===== config.mk =====
export PLATFORM = sky130hd
export DESIGN_NAME = la_main
export DESIGN_NICKNAME = d
export VERILOG_FILES = /design/src/rtl/la_pkg.sv /design/src/rtl/la_fifo.sv /design/src/rtl/la_main.sv
export SDC_FILE = /design/constraint.sdc
export NUM_CORES = 1
export LEC_CHECK = 0
export ABC_CLOCK_PERIOD_IN_PS = 5000
export CORE_UTILIZATION = 50
export DETAILED_ROUTE_END_ITERATION = 8
export PLACE_DENSITY = 0.77
export SYNTH_ARGS = -nofsm -noshare
export SYNTH_HDL_FRONTEND = slang
export SYNTH_SLANG_ARGS = --single-unit

===== constraint.sdc =====
create_clock -name clk -period 5 [get_ports clk]
set_clock_uncertainty 0.15 [all_clocks]
set_input_delay 1.5 -clock clk [delete_from_list [all_inputs] [get_ports clk]]
set_output_delay 1.5 -clock clk [all_outputs]
set_load 0.01 [all_outputs]

===== src/rtl/la_pkg.sv =====
// Shared types and widths for the la_main logic-analyzer capture core.
package la_pkg;

    localparam int unsigned LA_WORD_W   = 32;
    localparam int unsigned LA_SAMPLE_W = 8;
    localparam int unsigned LA_TS_W     = LA_WORD_W - LA_SAMPLE_W;

    typedef enum logic [1:0] {
        ARMED   = 2'd0,
        CAPTURE = 2'd1,
        DONE    = 2'd2
    } la_state_t;

    typedef struct packed {
        logic [LA_TS_W-1:0]     ts;
        logic [LA_SAMPLE_W-1:0] sample;
    } la_entry_t;

endpackage


===== src/rtl/la_fifo.sv =====
// Single-clock show-ahead FIFO with occupancy count and synchronous flush.
module la_fifo #(
    parameter int unsigned W     = 32,
    parameter int unsigned DEPTH = 8
) (
    input  logic                         clk,
    input  logic                         rst,
    input  logic                         flush,
    input  logic                         wr,
    input  logic [W-1:0]                 wr_data,
    input  logic                         rd,
    output logic [W-1:0]                 rd_data,
    output logic [$clog2(DEPTH):0]       count
);

    localparam int unsigned AW = $clog2(DEPTH);
    localparam int unsigned CW = AW + 1;

    logic [W-1:0]  mem [DEPTH];
    logic [AW-1:0] wr_ptr;
    logic [AW-1:0] rd_ptr;
    logic          rd_ok;
    logic          wr_ok;

    assign rd_ok = rd && (count != '0);
    assign wr_ok = wr && ((count != CW'(DEPTH)) || rd_ok);

    always_ff @(posedge clk or posedge rst) begin
        if (rst) begin
            wr_ptr <= '0;
            rd_ptr <= '0;
            count  <= '0;
        end else if (flush) begin
            wr_ptr <= '0;
            rd_ptr <= '0;
            count  <= '0;
        end else begin
            if (wr_ok) wr_ptr <= wr_ptr + AW'(1);
            if (rd_ok) rd_ptr <= rd_ptr + AW'(1);
            case ({wr_ok, rd_ok})
                2'b10:   count <= count + CW'(1);
                2'b01:   count <= count - CW'(1);
                default: count <= count;
            endcase
        end
    end

    // Storage is not reset; empty reads are masked below.
    always_ff @(posedge clk) begin
        if (wr_ok && !flush) mem[wr_ptr] <= wr_data;
    end

    assign rd_data = (count != '0) ? mem[rd_ptr] : '0;

endmodule


===== src/rtl/la_main.sv =====
// Logic-analyzer capture core: input conditioning, trigger/capture FSM, timestamping.
// Optional LA_CHANGE_ONLY_EN: in CAPTURE store only samples that differ from the last stored one.
module la_main
    import la_pkg::*;
#(
    parameter logic [7:0]  TRIG_VALUE = 8'h05,
    parameter int unsigned DEPTH      = 8,
    parameter int unsigned TS_W       = LA_TS_W
) (
    input  logic                 clk,
    input  logic                 _rst,
    input  logic [7:0]           data,
    input  logic                 i_btn,
    input  logic                 i_read,
    output logic                 o_available,
    output logic                 o_run,
    output logic [LA_WORD_W-1:0] o_data
);

    localparam int unsigned CW = $clog2(DEPTH) + 1;

    la_state_t       state;
    la_state_t       state_n;
    logic [7:0]      s_q;
    logic [7:0]      s_prev;
    logic [1:0]      btn_sync;
    logic            btn_q;
    logic            btn_p;
    logic [TS_W-1:0] ts;
    logic [CW-1:0]   count;
    logic            trig_match;
    logic            rd_ok;
    logic            store_en;
    logic            wr;
    logic            flush;
    logic            ts_clr;
    la_entry_t       wr_entry;

    // Sample register, button synchronizer and edge detect.
    always_ff @(posedge clk or posedge _rst) begin
        if (_rst) begin
            s_q      <= '0;
            s_prev   <= '0;
            btn_sync <= '0;
            btn_q    <= 1'b0;
        end else begin
            s_q      <= data;
            s_prev   <= s_q;
            btn_sync <= {btn_sync[0], i_btn};
            btn_q    <= btn_sync[1];
        end
    end

    assign btn_p      = btn_sync[1] & ~btn_q;
    assign trig_match = (s_q == TRIG_VALUE) && (s_prev != TRIG_VALUE);
    assign rd_ok      = i_read && (count != '0);

`ifdef LA_CHANGE_ONLY_EN
    logic [7:0] last_stored;

    always_ff @(posedge clk or posedge _rst) begin
        if (_rst)    last_stored <= '0;
        else if (wr) last_stored <= s_q;
    end

    assign store_en = (s_q != last_stored);
`else
    assign store_en = 1'b1;
`endif

    always_ff @(posedge clk or posedge _rst) begin
        if (_rst) state <= ARMED;
        else      state <= state_n;
    end

    always_comb begin
        state_n         = state;
        wr              = 1'b0;
        flush           = 1'b0;
        ts_clr          = 1'b0;
        wr_entry.ts     = LA_TS_W'(ts);
        wr_entry.sample = s_q;
        case (state)
            ARMED: begin
                if (trig_match || btn_p) begin
                    wr          = 1'b1;
                    wr_entry.ts = '0;
                    ts_clr      = 1'b1;
                    state_n     = CAPTURE;
                end
            end
            CAPTURE: begin
                wr = store_en;
                // Full is only reachable through this write, so DONE is entered here.
                if (wr && !rd_ok && (count == CW'(DEPTH - 1))) state_n = DONE;
            end
            DONE: begin
                if (btn_p) begin
                    flush   = 1'b1;
                    state_n = ARMED;
                end else if ((count == '0) || ((count == CW'(1)) && rd_ok)) begin
                    state_n = ARMED;
                end
            end
            default: state_n = ARMED;
        endcase
    end

    // Time since trigger; saturates so late entries still carry a valid stamp.
    always_ff @(posedge clk or posedge _rst) begin
        if (_rst)                                  ts <= '0;
        else if (ts_clr)                           ts <= TS_W'(1);
        else if ((state == CAPTURE) && (ts != '1)) ts <= ts + TS_W'(1);
    end

    la_fifo #(
        .W     (LA_WORD_W),
        .DEPTH (DEPTH)
    ) u_fifo (
        .clk     (clk),
        .rst     (_rst),
        .flush   (flush),
        .wr      (wr),
        .wr_data (wr_entry),
        .rd      (i_read),
        .rd_data (o_data),
        .count   (count)
    );

    assign o_available = (count != '0);
    assign o_run       = (state == CAPTURE);

endmodule


==> images/clock_nets.png <==
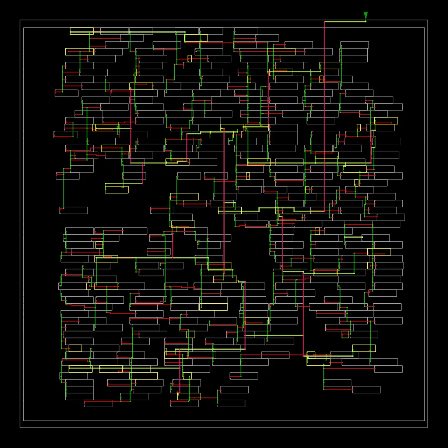
TritonCTS buffer count: 30
Clock Buffer Count: 36
clock sinks: 311

==> flow_metrics.tcl <==
# metrics dict for downstream scripts
set metrics [dict create \
    power-top-group "registers" \
    grt_util_met3 0.02273 \
    synthesis.area_um2 12610 \
    ant_nets 0 \
    avgSynthCellArea_um2 17.56 \
    preCtsSetupSlack_ns 0.9105 \
    coreArea_um2 24530 \
    critPathMaxStageDelay_ns 0.75 \
    p_comb_frac 0.314 \
    fp_util 0.5139 \
    fin_area_um2 14660 \
    antenna_cells 0 \
    topRoutingLayerUsed "met4" \
    end_kind "output pin" \
    r2r_cells 6 \
    die_w_um 160.8 \
    seqCellArea_um2 9070 \
    p_switching_mw 2.677 \
    cp_num_buf_inv 2 \
    first_global_vias 6801 \
    grt_pass1_wl_um 38430 \
    cts.clk_slew.worst_paths_ns 0.06 \
    track_usage 0.1960 \
    placed_cell_area_um2 13600 \
    route.vias.total 6609 \
    routedWlPerCell_um 21.73 \
    seq_power_share 0.419 \
    rrSetupSlack_ns 1.56 \
    pg_seq_mw 3.75 \
    status "finished clean" \
    hold_class "reg2reg" \
    p_leak_nw 5.166 \
    whs_endpoint "btn_sync[1]" \
    drc 0 \
]
==> images/clock_wires.png <==
Drawn at 2 px/um.
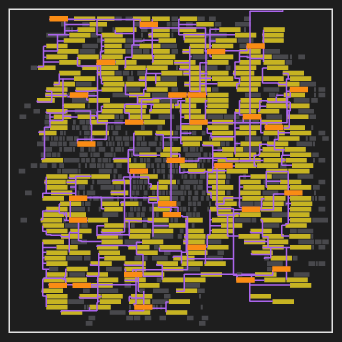
clock wires -> purple  # length 3,220 um
flip-flops -> yellow  # count 311
clock-net drivers -> orange  # count 30
routed clock nets = 31
flops lie = spread over the die
clock power share: 0.268
P_clk: 2.39 mW
Worst-Skew Late Latency: 0.55 ns

## flip-flops by register name, indices dropped and copies added, names as in the netlist
register	count
u_fifo.mem	256
state	2
btn_sync	2
btn_q	1
s_prev	8
u_fifo.rd_ptr	3
s_q	8
u_fifo.wr_ptr	3
ts	24
u_fifo.count	4
## kinds of logic (layout without fill, tap and decap cells)
group,Yosys count,in the layout,share of synthesized area
AOI/OAI and AO/OA,60,60,0.02967
xor gates and xnor gates,15,15,0.01042
adders and majority gates,6,6,0.005954
buffers and inverters,45,135,0.01429
DFF,311,311,0.7189
muxes,99,99,0.1421
and+or+nand+nor,182,182,0.07869
## area by class of cell
class                   instances  area share
flip-flops and latches        311      0.6186
multi-input cells             362      0.2336
clock buffers                  36     0.05487
repair buffers                 67     0.04454
well taps                     324     0.02765
clock inverters                20     0.01766
inverters                      12    0.003072
Power and IR drop assume default switching activity.
